==> images/zoom.png <==
Bar = 10 µm. Window x 21 to 51, y 21 to 51 µm. Cells in grey, sequential cells in the stronger grey; small squares are vias.
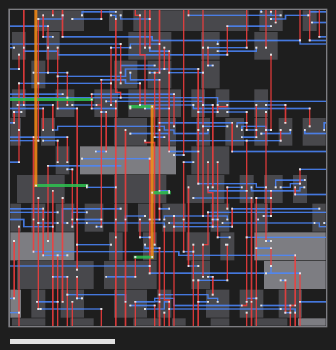
==> images/port_nets.png <==
Bar = 20 µm.
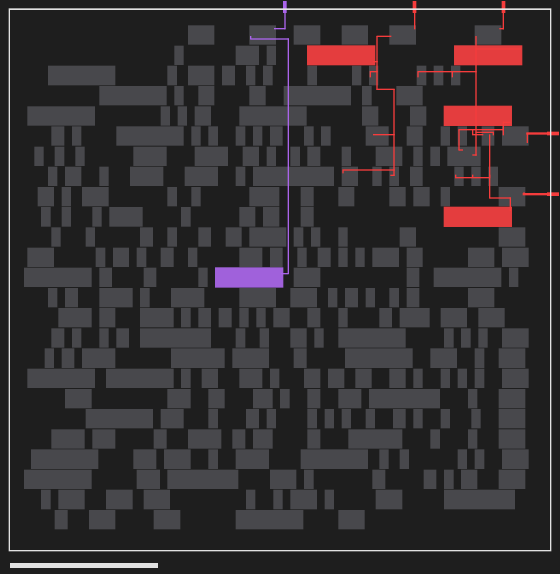
--- src/rtl/ball_control.sv ---
// Ball motion, paddle/wall reflection, miss scoring and display-scan row
// generation for a two-player paddle game on a WIDTH x WIDTH playfield.
module ball_control #(
    parameter int WIDTH        = 8,
    parameter int BIT_OF_WIDTH = 3,
    parameter int STEP_CYCLES  = 8,
    parameter int WIN_SCORE    = 7
) (
    input  logic                    clk,
    input  logic                    rst_n,
    input  logic                    start,
    input  logic [7:0]              hit_info,
    output logic [BIT_OF_WIDTH-1:0] x_pos,
    output logic [BIT_OF_WIDTH-1:0] y_pos,
    output logic [2:0]              count,
    output logic [WIDTH-1:0]        ball_row,
    output logic                    miss_top,
    output logic                    miss_down,
    output logic [3:0]              score_top,
    output logic [3:0]              score_down,
    output logic                    game_over
);

    localparam int SW = (STEP_CYCLES > 1) ? $clog2(STEP_CYCLES) : 1;
    localparam logic [SW-1:0]           STEP_LAST = SW'(STEP_CYCLES - 1);
    localparam logic [BIT_OF_WIDTH-1:0] CENTER    = BIT_OF_WIDTH'(WIDTH / 2 - 1);
    localparam logic [BIT_OF_WIDTH-1:0] X_MAX     = BIT_OF_WIDTH'(WIDTH - 1);
    localparam logic [BIT_OF_WIDTH-1:0] ROW_TOP   = '0;
    localparam logic [BIT_OF_WIDTH-1:0] ROW_TOP_HIT = BIT_OF_WIDTH'(1);
    localparam logic [BIT_OF_WIDTH-1:0] ROW_BOT_HIT = BIT_OF_WIDTH'(WIDTH - 2);
    localparam logic [BIT_OF_WIDTH-1:0] ROW_BOT   = BIT_OF_WIDTH'(WIDTH - 1);
    localparam logic [3:0]              WIN       = 4'(WIN_SCORE);

    typedef enum logic [1:0] {IDLE, MOVE, MISS, OVER} state_t;

    state_t                  state, state_nxt;
    logic [SW-1:0]           step_cnt, step_nxt;
    logic [BIT_OF_WIDTH-1:0] x_nxt, y_nxt;
    logic                    dx_neg, dx_nxt;   // 1: moving towards column 0
    logic                    dy_neg, dy_nxt;   // 1: moving towards the top paddle
    logic                    miss_top_nxt, miss_down_nxt;
    logic [3:0]              score_top_nxt, score_down_nxt;
    logic                    tick_due;
    logic                    dx_wall, dx_new;
    logic                    top_hit, top_angled, bot_hit, bot_angled;
    logic                    unused_hit;

    // Scores stop at 15 instead of wrapping.
    function automatic logic [3:0] sat_inc(input logic [3:0] s);
        return (s == 4'hF) ? s : s + 4'd1;
    endfunction

    assign tick_due = (step_cnt == STEP_LAST);

    // Wall bounce is resolved before paddle checks, so paddle angles use the bounced direction.
    assign dx_wall = ((x_pos == '0) && dx_neg)     ? 1'b0 :
                     ((x_pos == X_MAX) && !dx_neg) ? 1'b1 : dx_neg;

    // A straight hit (centre bit) takes priority over an angled one.
    assign top_angled = !hit_info[1] && (dx_wall ? hit_info[0] : hit_info[2]);
    assign top_hit    = hit_info[1] || top_angled;
    assign bot_angled = !hit_info[6] && (dx_wall ? hit_info[5] : hit_info[7]);
    assign bot_hit    = hit_info[6] || bot_angled;
    assign unused_hit = ^hit_info[4:3];

    assign game_over = (state == OVER);

    // State and ball registers; reset abandons any step or miss in progress.
    always_ff @(posedge clk or negedge rst_n) begin
        if (!rst_n) begin
            state      <= IDLE;
            step_cnt   <= '0;
            x_pos      <= CENTER;
            y_pos      <= CENTER;
            dx_neg     <= 1'b0;
            dy_neg     <= 1'b0;
            miss_top   <= 1'b0;
            miss_down  <= 1'b0;
            score_top  <= 4'd0;
            score_down <= 4'd0;
            count      <= 3'd0;
        end else begin
            state      <= state_nxt;
            step_cnt   <= step_nxt;
            x_pos      <= x_nxt;
            y_pos      <= y_nxt;
            dx_neg     <= dx_nxt;
            dy_neg     <= dy_nxt;
            miss_top   <= miss_top_nxt;
            miss_down  <= miss_down_nxt;
            score_top  <= score_top_nxt;
            score_down <= score_down_nxt;
            count      <= count + 3'd1;
        end
    end

    // Next-state logic: serve, per-tick ball step, miss hold/recentre, game-over clear.
    always_comb begin
        state_nxt      = state;
        step_nxt       = step_cnt;
        x_nxt          = x_pos;
        y_nxt          = y_pos;
        dx_nxt         = dx_neg;
        dy_nxt         = dy_neg;
        miss_top_nxt   = 1'b0;
        miss_down_nxt  = 1'b0;
        score_top_nxt  = score_top;
        score_down_nxt = score_down;
        dx_new         = dx_wall;

        case (state)
            IDLE: begin
                if (start) begin
                    state_nxt = MOVE;
                    step_nxt  = '0;
                end
            end
            MOVE: begin
                if (!tick_due) begin
                    step_nxt = step_cnt + 1'b1;
                end else begin
                    step_nxt = '0;
                    if ((y_pos == ROW_TOP_HIT) && dy_neg) begin
                        if (top_hit) begin
                            dy_nxt = 1'b0;
                            y_nxt  = ROW_TOP_HIT + 1'b1;
                            if (top_angled) dx_new = !dx_wall;
                        end else begin
                            y_nxt          = ROW_TOP;
                            miss_top_nxt   = 1'b1;
                            score_down_nxt = sat_inc(score_down);
                            state_nxt      = MISS;
                        end
                    end else if ((y_pos == ROW_BOT_HIT) && !dy_neg) begin
                        if (bot_hit) begin
                            dy_nxt = 1'b1;
                            y_nxt  = ROW_BOT_HIT - 1'b1;
                            if (bot_angled) dx_new = !dx_wall;
                        end else begin
                            y_nxt         = ROW_BOT;
                            miss_down_nxt = 1'b1;
                            score_top_nxt = sat_inc(score_top);
                            state_nxt     = MISS;
                        end
                    end else begin
                        y_nxt = dy_neg ? y_pos - 1'b1 : y_pos + 1'b1;
                    end
                    dx_nxt = dx_new;
                    x_nxt  = dx_new ? x_pos - 1'b1 : x_pos + 1'b1;
                end
            end
            MISS: begin
                if (!tick_due) begin
                    step_nxt = step_cnt + 1'b1;
                end else begin
                    // dy still points at the player who missed, so the serve goes back to them.
                    step_nxt  = '0;
                    x_nxt     = CENTER;
                    y_nxt     = CENTER;
                    dx_nxt    = 1'b0;
                    state_nxt = ((score_top == WIN) || (score_down == WIN)) ? OVER : IDLE;
                end
            end
            OVER: begin
                if (start) begin
                    score_top_nxt  = 4'd0;
                    score_down_nxt = 4'd0;
                    x_nxt          = CENTER;
                    y_nxt          = CENTER;
                    dx_nxt         = 1'b0;
                    dy_nxt         = 1'b0;
                    state_nxt      = IDLE;
                end
            end
            default: state_nxt = IDLE;
        endcase
    end

    // Scan-row pattern: the ball's column lights only on the row being scanned.
    always_comb begin
        ball_row = '0;
        if (count == y_pos) ball_row[x_pos] = 1'b1;
    end

endmodule

--- config.mk ---
export PLATFORM = sky130hd
export DESIGN_NAME = ball_control
export DESIGN_NICKNAME = d
export VERILOG_FILES = /design/src/rtl/ball_control.sv
export SDC_FILE = /design/constraint.sdc
export NUM_CORES = 1
export LEC_CHECK = 0
export ABC_AREA = 1
export CELL_PAD_IN_SITES_DETAIL_PLACEMENT = 1
export CELL_PAD_IN_SITES_GLOBAL_PLACEMENT = 1
export CORE_UTILIZATION = 37
export CTS_CLUSTER_SIZE = 14
export DETAILED_ROUTE_END_ITERATION = 10
export GPL_TIMING_DRIVEN = 0
export MAX_ROUTING_LAYER = met4
export PLACE_DENSITY_LB_ADDON = 0.1
export REMOVE_ABC_BUFFERS = 1
export SLEW_MARGIN = 20
export SYNTH_ARGS = -nofsm -noshare
export SYNTH_HDL_FRONTEND = slang
export SYNTH_SLANG_ARGS = --single-unit
--- constraint.sdc ---
create_clock -name clk -period 3 [get_ports clk]
set_clock_uncertainty 0.1 [all_clocks]
set_input_delay 0.3 -clock clk [delete_from_list [all_inputs] [get_ports clk]]
set_output_delay 0.3 -clock clk [all_outputs]
set_load 0.03 [all_outputs]
==> results.ini <==
[layout]
mostFrequentLayoutCell=nand2_1
flops=26
diodes=0
clock_buffers=3
layout-drive-gt1-share_pct=12.95

[worst_setup_path]
cpPeakStageDelay_ns=0.67
end_kind=primary output
cp_slowest_cell=clkdlybuf4s50_1
regToRegStartpoint=state[0]$_DFFE_PN0P_

[min_path]
worst_hold_path.endpoint=count[0]$_DFF_PN0_

[timing]
finalCritPeriodShare_pct=93.14
post-route-min-period_ns=2.794
layout_setup_ws_ns=0.2057
fmax_mhz=357.9

[detailed_routing]
first_pass_iters=4

[grt]
overflow=0
grt_usage_pct=20.10

[run_status]
status=completed

[logic_synthesis]
ys.flops=26
fa_ha_area_share_pct=9.865
synthArstFlopShare_pct=100.0

[placement]
post-place-cells=340

## Picture notes: zoom.png
| layer | colour |
|---|---|
| met3 | green |
| met4 | orange |
| met2 | red |
| met1 | blue |
sequential cells in the window: 4
most frequent: nand2_1 (14), nand3_1 (6), inv_1 (5)
cells with their middle in the window: 65

## Picture notes: port_nets.png
| port | colour | direction | end cells | buffers | wire |
|---|---|---|---|---|---|
| miss_top | purple | output | 1 | 1 | 41.5 µm |
| score_down | red | output | 4 | 4 | 114 µm |
IO Port Bufs: 36
# IOs: 39

[worst max-delay path by stage]
stage	to	cells after the start	slack, ns
finish	ball_row[5]	5	0.21
floorplan	x_pos[2]$_DFFE_PN0P_	13	0.61
detailed placement	dy_neg$_DFFE_PN0P_	10	0.42
global placement	dy_neg$_DFFE_PN0P_	10	0.46
CTS	ball_row[1]	5	0.20
global route	ball_row[1]	5	0.03
[sequential cells by signal, summed over array words and instances (netlist names)]
| register | flops |
|---|---|
| y_pos | 3 |
| dy_neg | 1 |
| state | 2 |
| dx_neg | 1 |
| step_cnt | 3 |
| count | 3 |
| score_down | 4 |
| x_pos | 3 |
| miss_down | 1 |
| miss_top | 1 |
| score_top | 4 |
